### src/rtl/hazard_controller.sv
// hazard_controller: stall/flush/forwarding sequencer for a five-stage MIPS
// pipeline, plus the req/ready wait-state FSM for a variable-latency data
// memory with a timeout and a sticky error flag.
// Optional feature macro: HAZARD_PERF_CNT_EN adds stall_count, flush_count
// and memwait_count performance counters.
module hazard_controller #(
  parameter int MEM_TIMEOUT = 16
) (
  input  logic       clk,
  input  logic       reset,
  input  logic [4:0] d_ra0,
  input  logic [4:0] d_ra1,
  input  logic [4:0] e_ra0,
  input  logic [4:0] e_ra1,
  input  logic [4:0] e_rf_wa,
  input  logic       e_rf_we,
  input  logic       e_is_load,
  input  logic [4:0] m_rf_wa,
  input  logic       m_rf_we,
  input  logic [4:0] w_rf_wa,
  input  logic       w_rf_we,
  input  logic       m_branch_taken,
  input  logic       m_mem_access,
  input  logic       dmem_ready,
  output logic       dmem_req,
  output logic       f_stall,
  output logic       d_stall,
  output logic       e_stall,
  output logic       m_stall,
  output logic       d_flush,
  output logic       e_flush,
  output logic       m_flush,
  output logic       w_flush,
  output logic [1:0] fwd_a,
  output logic [1:0] fwd_b,
  output logic       mem_err
`ifdef HAZARD_PERF_CNT_EN
  ,
  output logic [31:0] stall_count,
  output logic [31:0] flush_count,
  output logic [31:0] memwait_count
`endif
);

  typedef enum logic {RUN, MEM_WAIT} state_t;

  // wait_cnt value at which the access is forced to complete
  localparam logic [7:0] TIMEOUT_LAST = 8'(MEM_TIMEOUT - 1);

  state_t     state_reg;
  logic [7:0] wait_cnt_reg;
  logic       mem_err_reg;

  logic       timeout_now;
  logic       mem_wait;
  logic       branch_flush;
  logic       load_use;
  logic [4:0] e_ra  [2];
  logic [1:0] fwd   [2];

  assign e_ra[0] = e_ra0;
  assign e_ra[1] = e_ra1;
  assign fwd_a   = reset ? 2'b00 : fwd[0];
  assign fwd_b   = reset ? 2'b00 : fwd[1];
  assign mem_err = mem_err_reg;

  // Operand forwarding; memory stage result is newer than writeback so it wins
  generate
    for (genvar gi = 0; gi < 2; gi++) begin : g_fwd
      always_comb begin
        fwd[gi] = 2'b00;
        if (m_rf_we && (m_rf_wa != 5'd0) && (m_rf_wa == e_ra[gi]))
          fwd[gi] = 2'b10;
        else if (w_rf_we && (w_rf_wa != 5'd0) && (w_rf_wa == e_ra[gi]))
          fwd[gi] = 2'b01;
      end
    end
  endgenerate

  // Hazard detection and stall/flush arbitration: memory wait > branch > load-use
  always_comb begin
    timeout_now  = (state_reg == MEM_WAIT) && (wait_cnt_reg == TIMEOUT_LAST) && !dmem_ready;
    mem_wait     = m_mem_access && !dmem_ready && !timeout_now;
    branch_flush = m_branch_taken && !mem_wait;
    load_use     = e_is_load && e_rf_we && (e_rf_wa != 5'd0) &&
                   ((e_rf_wa == d_ra0) || (e_rf_wa == d_ra1)) &&
                   !mem_wait && !m_branch_taken;

    dmem_req = 1'b0;
    f_stall  = 1'b0;
    d_stall  = 1'b0;
    e_stall  = 1'b0;
    m_stall  = 1'b0;
    d_flush  = 1'b0;
    e_flush  = 1'b0;
    m_flush  = 1'b0;
    w_flush  = 1'b0;

    if (reset) begin
      // Hold every stage register as a bubble while reset is applied
      d_flush = 1'b1;
      e_flush = 1'b1;
      m_flush = 1'b1;
      w_flush = 1'b1;
    end else begin
      dmem_req = m_mem_access;
      if (mem_wait) begin
        f_stall = 1'b1;
        d_stall = 1'b1;
        e_stall = 1'b1;
        m_stall = 1'b1;
        w_flush = 1'b1;
      end else if (branch_flush) begin
        d_flush = 1'b1;
        e_flush = 1'b1;
        m_flush = 1'b1;
      end else if (load_use) begin
        f_stall = 1'b1;
        d_stall = 1'b1;
        e_flush = 1'b1;
      end
    end
  end

  // Memory wait-state FSM, wait counter and sticky timeout flag
  always_ff @(posedge clk) begin
    if (reset) begin
      state_reg    <= RUN;
      wait_cnt_reg <= 8'd0;
      mem_err_reg  <= 1'b0;
    end else begin
      case (state_reg)
        RUN: begin
          wait_cnt_reg <= 8'd0;
          if (m_mem_access && !dmem_ready)
            state_reg <= MEM_WAIT;
        end
        MEM_WAIT: begin
          if (dmem_ready || timeout_now) begin
            state_reg    <= RUN;
            wait_cnt_reg <= 8'd0;
            if (timeout_now)
              mem_err_reg <= 1'b1;
          end else if (wait_cnt_reg != 8'hFF) begin
            wait_cnt_reg <= wait_cnt_reg + 8'd1;
          end
        end
        default: begin
          state_reg    <= RUN;
          wait_cnt_reg <= 8'd0;
        end
      endcase
    end
  end

`ifdef HAZARD_PERF_CNT_EN
  // Free-running performance counters, wrapping at 2^32
  always_ff @(posedge clk) begin
    if (reset) begin
      stall_count   <= 32'd0;
      flush_count   <= 32'd0;
      memwait_count <= 32'd0;
    end else begin
      if (f_stall)
        stall_count <= stall_count + 32'd1;
      if (branch_flush)
        flush_count <= flush_count + 32'd1;
      if (state_reg == MEM_WAIT)
        memwait_count <= memwait_count + 32'd1;
    end
  end
`endif

endmodule
### config.mk
export PLATFORM = sky130hd
export DESIGN_NAME = hazard_controller
export DESIGN_NICKNAME = d
export VERILOG_FILES = /design/src/rtl/hazard_controller.sv
export SDC_FILE = /design/constraint.sdc
export NUM_CORES = 1
export LEC_CHECK = 0
export CAP_MARGIN = 20
export CORE_ASPECT_RATIO = 1.75
export CORE_MARGIN = 5
export CORE_UTILIZATION = 38
export CTS_CLUSTER_DIAMETER = 50
export DETAILED_ROUTE_END_ITERATION = 12
export PLACE_DENSITY = 0.81
export RECOVER_POWER = 100
export SYNTH_ARGS = -nofsm -noshare
export SYNTH_HDL_FRONTEND = slang
export SYNTH_SLANG_ARGS = --single-unit
### constraint.sdc
create_clock -name clk -period 2.1 [get_ports clk]
set_input_delay 0.315 -clock clk [delete_from_list [all_inputs] [get_ports clk]]
set_output_delay 0.315 -clock clk [all_outputs]
set_load 0.05 [all_outputs]
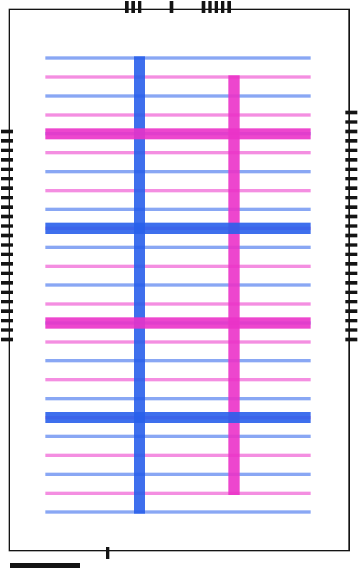
*Supply network, run 1*
The bar under the picture is 10 um long. Pins as bars on the die edge.
Key: magenta = VDD; blue = VSS
2 straps on met4. The core has 24 rows. 4 straps on met5.

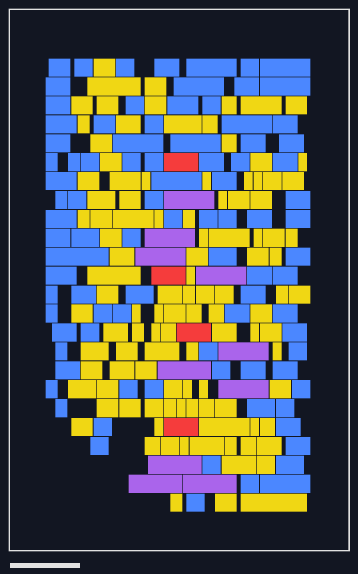
*Cells colored by class, run 1*
The bar under the picture is 10 um long.
Key: red = clock drivers and dummy loads [cells 4]; yellow = all other logic [cells 108]; blue = other buffers and delay cells [cells 90]; purple = flip-flops [cells 10]

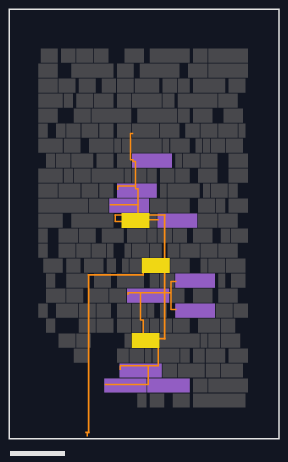
*Clock distribution, run 1*
The bar under the picture is 10 um long.
Key: purple = flip-flops [count 10]; orange = clock wires [length 163 um]; yellow = cells driving clock nets [count 3]
There are 4 routed clock nets.

==> summary.txt, run 1 <==
Item: results of the latest flow run.

- After clock tree synthesis, the flow added hold-fix buffers numbering 0.
- The clock-pin slew reported for the worst setup and hold paths after clock tree synthesis is ~0.05 ns.
- At the worst endpoint, the arrival time is between 1.5 and 2 ns.
- Counting cells, the worst reg-to-reg path comes to 7.
- The global-route congestion overflow total is 0.
- The number of vias after detailed routing is about 1300.
- The deepest clock path buffer count is 2.
- The worst setup path is launched from a flip-flop.
- The share of synthesized area in the top cell type comes to 0.202.
- The checks that failed: negative setup slack.
- Per the run summary, max-cap violations total 0.
- The power dissipated by switching net loads is 0.245 mW.
- Counting distinct cell types in the post-synthesis netlist gives 33.
- The internal power of the cells totals 0.543 mW.
- In the layout the commonest cells are buf_4 (31), clkdlybuf4s50_1 (28), xor2_1 (18), xnor2_1 (13), nor2_1 (12).
- The register bit count reported by yosys is 10.
- Nets still carrying antenna violations after routing amount to 0.
- The detailed router finished its first iteration with 35 violations.
- The CTS log lists the clock sinks for this run as 10.
- In the synthesized netlist, the number of instances is 123.
- The synthesis report lists the most area-consuming cells as dfxtp_1 (20%), xor2_1 (16%), xnor2_1 (11%).
- The worst-path maximum fanout is 5.
- The area of the core is between 2000 and 2500 sq um.
- Post-route period utilization is reported as 1.10.
- The worst setup path is captured at an output port.
- Power spread over the standard cell area amounts to 380 nW/um^2.
- The script computed the net switching share of total power as 0.311.
- The path with the worst hold slack has its endpoint at state_reg$_SDFF_PP0_.
- The power report puts the leakage power at just under 0.9 nW.
- The worst-case reg-to-reg setup slack stands at 0.23 ns.
- The routed layout reports a DRC error count of 0.
- Before any placement, the netlist area is recorded as 993 sq um.
- The power share of the sequential group is 0.246.
- The initial antenna violation count is 0.
- The maximum level of the CTS H-tree is 1.
- The share of cells above drive strength 1 is 0.410.
- Headroom to the max-slew limit came out at 0.657.
- The worst setup timing slack at the placement stage is -0.259 ns.
- Counting I/O delays and the setup requirement, the final critical path takes 2.31 ns.
- The number of setup violations in the final report is 8.
- Per the CTS log, the root buffer master is clkbuf_8.
- The maximum number of pins on one net before global-route repair is 10.
- A synthesized cell averages 8.08 sq um.
- The number of global-route vias before repair came to 1475.
- The routability-driven placement congestion ratio is 0.825.
- The worst hold path depth is 1.
- Setup repair after global routing could not meet its margin everywhere.
- The layout overhead on the synthesized area is 109%.
- The run finished, with violations left.
- The sequential area share after synthesis is 0.202.
- Clock latency on the worst-skew pair, taken at its later pin, is ~0.24 ns.
- In the Yosys report the total cell count is 123.
- For this sky-water flow run, the detailed-routed wirelength per cell is reported as between 15 and 20 um.
- The top achievable clock speed is 0.433 GHz.
- The repair_antennas step left the layout with diodes totalling 0.
- Counting every net in the synthesized netlist gives around 170.
- The post-synthesis cell type with the largest combined area is dfxtp_1.
- The worst-case hold slack is 0.494 ns.
- The final layout contains routed wiring with a total length of 4500 um.
- The worst setup skew after layout is 0.00383 ns.
- According to the dpl log, the detail-placed design has an HPWL of 3200 um.
- The critical path class is flip-flop to output port.
- In the synthesis report, Yosys lists the chip area as about 1000 sq um.
- The register with the most flip-flops in the layout has 8 of them.
- The layout has 132 filler cells.
- The final hold violation count recorded for this run is 0.
- The path type of the worst min-delay path is flip-flop to flip-flop.
- The first global-routing pass estimated roughly 6500 um of wire.
- The actual slew at the worst max-slew pin is slightly above 0.5 ns.
- The worst setup slack after layout is -0.208 ns.
- According to the finish report, the design has a final net count of 258.
- The length of the first detailed-routing pass in iterations is 4.
- The worst VDD IR drop from the latest analysis is 0.305 mV.
- The leading cell type in the layout, fill and taps excluded is buf_4.
- The via density per instance is between 5 and 6.
- The height of the chip is 77.6 um.
- The OpenROAD warning count is 29.
- The final timing report lists a max-slew violation count of 0.
- The part of the total power dissipated in the clock network is 0.311.
- The worst endpoint required time is 1.78 ns.
- The die is 48.7 um wide.
- The destination of the worst register-to-register timing path is state_reg$_SDFF_PP0_.
- The number of rows in the core area is 24.
- The CTS report gives the tree buffer count as 3.
- The total number of yosys warnings is 0.
- TritonCTS built the clock tree.
- The core utilization before placement is 0.399.
- The worst hold path begins at state_reg$_SDFF_PP0_.
- The floorplan report gives the top-level pin count as a little under 60.
- The proportion of power drawn by combinational gates is 0.443.
- The overall chip area is 3780 sq um.
- The completed layout was analyzed and its total power is 0.788 mW.
- Summed over all routing layers, the global router reports a total usage of 0.215.
- The startpoint identified for the worst register-to-register timing path is wait_cnt_reg[5]$_SDFFE_PP0P_.
- The count of buffers inserted at the top-level ports is between 50 and 60.
[run 1: per-stage QoR]
step,util,cells,area (sq um),TNS (ns)
finish,0.832,238,2070,-1.18
global route,0.832,238,2070,-1.79
CTS,0.817,236,2040,-1.24
detailed placement,0.733,221,1830,-0.828
global placement,0.733,221,1830,-0.599
floorplan,-,123,1020,-0.572
[run 1: Yosys cell counts (all sizes together)]
cell	number
a211oi	4
a21o	1
a21oi	1
a22oi	1
a31oi	3
and3	2
buf	5
dfxtp	10
ha	1
inv	5
mux2i	1
nand2	5
nand3	7
nand3b	1
nand4	3
nor2	12
nor2b	2
nor3	10
nor3b	1
nor4	4
o21ai	5
o21ba	1
o311ai	1
o31a	1
o41ai	1
or4	3
or4b	1
xnor2	13
xor2	18
[run 1: area by class of cell]
type	instances	area, sq um	area share
clock buffers	4	55.1	0.0266
repair buffers	90	905	0.436
flip-flops and latches	10	205	0.0990
multi-input cells	103	855	0.412
inverters	5	21.3	0.0103
well taps	26	32.5	0.0157
[run 1: cells by family after synthesis]
family / Yosys count / share of synthesized area
compound gates: 19 / 0.152
xor+xnor: 31 / 0.273
fa+ha+maj: 1 / 0.0126
buf+inv: 10 / 0.0605
flops: 10 / 0.202
mux: 1 / 0.0101
simple gates: 51 / 0.290
[run 1: metal layers]
metal  global-route usage  share of wire  up-vias
li1                     -              -      617
met1                0.157           0.30      615
met2                0.479           0.59       90
met3               0.0517          0.082       13
met4               0.0782          0.028        0
met5                    0              0        -
[run 1: how the worst max path moves through the flow]
stage | start | to | slack [ns] | cells past startpoint
3_3_place_gp | w_rf_wa[3] | fwd_b[0] | -0.21 | 5
5_1_grt | wait_cnt_reg[1]$_SDFFE_PP0P_ | e_flush | -0.29 | 6
4_1_cts | wait_cnt_reg[6]$_SDFFE_PP0P_ | e_flush | -0.22 | 5
3_5_place_dp | e_ra1[4] | fwd_b[0] | -0.26 | 5
2_1_floorplan | reset | fwd_a[1] | -0.25 | 2
6_report | wait_cnt_reg[1]$_SDFFE_PP0P_ | e_flush | -0.21 | 6
[run 1: power groups by stage]
stage	Sequential [mW]	Clock (mW)	Combinational, mW
global route	0.194	0.251	0.365
detailed placement	0.197	0	0.316
global placement	0.197	0	0.306
CTS	0.194	0.240	0.339
floorplan	0.197	0	0.129
finish	0.194	0.245	0.350
[run 1: what timing repair did]
action / in CTS / in global routing
resized: 37 / 27
pin swaps: 10 / 11
setup endpoints to repair: 10 / 12
setup buffers: 11 / 3
[run 1: worst max-delay path: stages, from the launching register on]
cell	delay, ns
dfxtp_1	0.40
ha_2	0.26
nand3_2	0.17
o311ai_4	0.38
nand4_1	0.17
o21ai_2	0.21
buf_12	0.16
## Run 2: what changed since run 1
==> constraint.sdc (replaced) <==
create_clock -name clk -period 2.1 [get_ports clk]
set_input_delay 0.42 -clock clk [delete_from_list [all_inputs] [get_ports clk]]
set_output_delay 0.42 -clock clk [all_outputs]
set_load 0.05 [all_outputs]
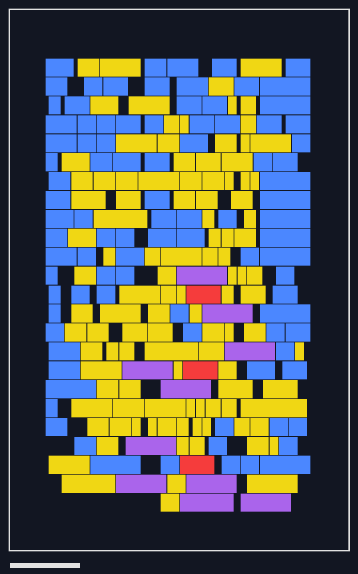
*Cells colored by class, run 2*
The bar under the picture is 10 um long.
Site Rows: 24
share of the core filled with cells in the final layout: 0.883
Finished Cell Area: 2200 sq um

==> summary.txt, run 2 <==
Item: results of the latest flow run.

- The number of hold-slack violations in the final timing report is 0.
- The number of sinks handled by clock tree synthesis is 10.
- The final timing report lists a max-slew violation count of 0.
- The number of library cell types mapped by synthesis is 33.
- The relative slew slack is 0.671.
- The floorplan step defined a core boundary enclosing 2490 sq um.
- The average wire per standard cell is 22.0 um.
- The leading cell type in the layout, fill and taps excluded is buf_4.
- The worst endpoint required time is 1.68 ns.
- Entering global routing, the biggest net connects 10 pins.
- The number of placed instances, taps included is between 200 and 250.
- Setup repair after global routing could not meet its margin everywhere.
- The run finished, with violations left.
- The library cell used as clock root buffer is clkbuf_8.
- The post-synthesis cell type with the largest combined area is dfxtp_1.
- For this run, the script counts the antenna cells in the layout as 0.
- Timing analysis after detailed placement gives a worst setup slack of -0.501 ns.
- The count of buffers inserted at the top-level ports is roughly 57.
- The area share of the largest cell type after synthesis is 0.202.
- The number of ports placed on the die boundary is 58.
- The die extent in x is 48.7 um.
- The total nets after synthesis is ~170.
- The part of the cycle the worst path needs is 1.15.
- The largest vdd supply drop is 0.277 mV.
- The deepest clock path buffer count is 2.
- The area of the mapped netlist is roughly 1000 sq um.
- The number of global-route vias before repair was 1564.
- The first-pass GRT wire length is 7900 um.
- The most common cell in the synthesized netlist is xor2_1.
- In the final routing, the length of wire on met1 measures 1390 um.
- The sequential area share after synthesis is 0.202.
- The synthesis report lists the most area-consuming cells as dfxtp_1 (20%), xor2_1 (16%), xnor2_1 (11%).
- The most frequently used flop master after synthesis is dfxtp_1.
- The number of nets in the final layout is around 260.
- The power per cell area is 353 nW/um^2.
- Routability-driven placement finished with a final weighted congestion of 0.851.
- For this block, the initial DRC count from the detailed router was 73.
- According to the floorplan report, the die height is between 70 and 80 um.
- After detailed routing, the met3 layer carries around 360 um of wire.
- The global-route congestion overflow total is 0.
- By count the netlist is led by xor2_1 (18), xnor2_1 (13), nor2_1 (12), dfxtp_1 (10), nor3_1 (10).
- The highest cell delay on the worst timing path is approximately 0.55 ns.
- Summed over all routing layers, the global router reports a total usage of 0.272.
- The length of the first detailed-routing pass in iterations is 4.
- The via density per instance is 5.93.
- The worst setup slack after layout is -0.305 ns.
- Per the CTS log, the maximum H-tree level is 1.
- The routed length on met2 is 3060 um.
- The clock-pin slew reported for the worst setup and hold paths after clock tree synthesis is around 0.05 ns.
- The proportion of synthesized flip-flops having asynchronous set or reset is 0.
- The worst setup skew after layout is 0.00204 ns.
- Across all layers, the routed design uses 1422 vias.
- For this configuration, the core starts out at a cell density of 0.399.
- During synthesis, Yosys emitted a total of 0 warnings.
- The path type of the worst min-delay path is flip-flop to flip-flop.
- The half-perimeter wire length after detailed placement is 3480 um.
- OpenSTA lists the critical path startpoint as wait_cnt_reg[5]$_SDFFE_PP0P_.
- As reported, the later end of the worst-skew pair has a clock insertion delay of 0.23 ns.
- The flip-flop count of the largest register, all copies and words added is 8.
- In the final layout, the share of cells above drive strength 1 is 0.449.
- The pin closest to its max-slew limit shows a slew of roughly 0.49 ns.
- Yosys reports a chip area of 993 sq um.
- Setup slack on the worst reg-to-reg path comes out at 0.22 ns.
- The critical path class is flip-flop to output port.
- Once detail routing completed, the nets flagged for antenna violations numbered 0.
- Per the post-synthesis stats, the area per cell is roughly 8 sq um.
- The overall chip area is 3780 sq um.
- Synthesis produced a netlist whose cell count is between 100 and 150.
- The highest routing layer actually used is met4.
- The final reports fail on negative setup slack.
- The initial antenna violation count is 0.
- In this run, post-CTS hold repair placed 0 buffers.
- The last element of the critical path is w_flush.
- The TritonCTS clock tree is built.
- The total power is 0.776 mW.
- Walking the worst path, the cells encountered are or4b_4 -> buf_4 -> buf_6 -> o31a_1 -> a21o_1 -> buf_12.
- The number of clock buffers inserted by TritonCTS is 3.
- The number of standard cells reported by yosys is 123.
- The worst-path maximum fanout is 2.
- Per the timing report, the most critical flop-to-flop path originates at wait_cnt_reg[5]$_SDFFE_PP0P_.
- At the worst endpoint, the arrival time is 1.99 ns.
- The worst setup path is captured at an output port.
- Derived from the worst setup path, the maximum achievable clock frequency is 0.416 GHz.
- The number of setup violations in the final report is 12.
- The top cell types in the final layout, fill and taps aside, are buf_4 (32), clkdlybuf4s50_1 (20), xor2_1 (18), nor2_1 (12), buf_12 (11).
- The destination of the worst register-to-register timing path is state_reg$_SDFF_PP0_.
- The logs give a warning total of 29.
- The number of DRC violations after detailed routing is 0.
- The cell with the largest stage delay on the worst path is or4b_4.
- The wire length recorded after detailed routing is 5290 um.
- The number of synthesized flops with an enable pin is 0.
- The post-layout minimum cycle time is roughly 2.4 ns.
- The number of maximum-capacitance violations is 0.
- The layout overhead on the synthesized area is 121%.
- The post-synth register bit count is 10.
- The power report puts the leakage power at 0.983 nW.
- The number of cell instances on the worst register-to-register path is 7.
- The worst setup path is launched from a flip-flop.
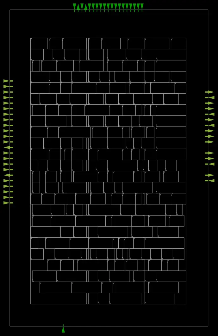
*Cell placement, run 2*
final non-filler cell total: 240
Seq cells: 10
number of filler cells placed in the layout: 109
tap cells: 26

==> run 2: netlist changes by cell type in the layout (fill, tap and decap cells not counted), moves of 3 or more <==
cell / before / now
clkdlybuf4s50_1: 28 / 20
dfxtp_2: 4 / 1
xnor2_1: 13 / 6
nor3_4: 0 / 3
buf_6: 5 / 8
xnor2_2: 0 / 7
dfxtp_1: 6 / 9
dlygate4sd2_1: 2 / 7
==> run 2: through the flow <==
step | hold WS (ns) | setup TNS [ns] | instance area, sq um
floorplan | 0.496 | -1.35 | 1060
global placement | 0.465 | -2.07 | 1950
detailed placement | 0.484 | -2.58 | 1950
CTS | 0.494 | -1.83 | 2130
global route | 0.504 | -2.80 | 2200
finish | 0.492 | -2.15 | 2200
==> run 2: how the worst min path moves through the flow <==
stage | start | endpoint | slack [ns] | cells after the start
floorplan | wait_cnt_reg[6]$_SDFFE_PP0P_ | wait_cnt_reg[6]$_SDFFE_PP0P_ | 0.50 | 1
global placement | mem_err$_SDFFE_PP0P_ | mem_err$_SDFFE_PP0P_ | 0.46 | 1
detailed placement | mem_err$_SDFFE_PP0P_ | mem_err$_SDFFE_PP0P_ | 0.48 | 1
CTS | mem_err$_SDFFE_PP0P_ | mem_err$_SDFFE_PP0P_ | 0.49 | 1
global route | mem_err$_SDFFE_PP0P_ | mem_err$_SDFFE_PP0P_ | 0.50 | 1
finish | mem_err$_SDFFE_PP0P_ | mem_err$_SDFFE_PP0P_ | 0.49 | 1
==> run 2: report_power, final <==
group          internal, mW  leakage [nW]  switching (mW)
Combinational         0.200         0.880           0.188
Clock                 0.125        0.0216          0.0697
Sequential            0.192        0.0812         0.00115
Total                 0.517         0.983           0.259
==> run 2: cell type report <==
class                           count  area [sq um]  area share
Multi-Input combinational cell    103           953       0.433
Timing Repair Buffer               93           950       0.432
Sequential cell                    10           201      0.0916
Clock buffer                        3          41.3      0.0188
Tap cell                           26          32.5      0.0148
Inverter                            5          21.3     0.00967
==> run 2: kinds of logic after synthesis <==
kind of cell | after synthesis | share of synthesized area
compound gates | 19 | 0.152
mux | 1 | 0.0101
simple gates | 51 | 0.290
buf+inv | 10 | 0.0605
xor+xnor | 31 | 0.273
flops | 10 | 0.202
fa+ha+maj | 1 | 0.0126
==> run 2: metal layers <==
metal | track usage | vias to the layer above
met4 | 0.173 | 0
met2 | 0.562 | 110
met1 | 0.211 | 647
met5 | 0 | -
met3 | 0.0575 | 41
li1 | - | 624
==> run 2: worst max-delay path: cells and delay by family (launching register included) <==
family                 cells  cell delay [ns]
AND/OR/NAND/NOR            1             0.55
AND-OR/OR-AND              2             0.46
buffers and inverters      3             0.42
flip-flops                 1             0.31
==> run 2: what timing repair did <==
| item | CTS | global route |
|---|---|---|
| gates resized | 55 | 29 |
| buffers inserted | 3 | 4 |
| pin swaps | 18 | 15 |
| gates cloned | 0 | 0 |
| endpoints found under the setup margin | 12 | 12 |
Power is estimated from default activity; no workload was simulated.
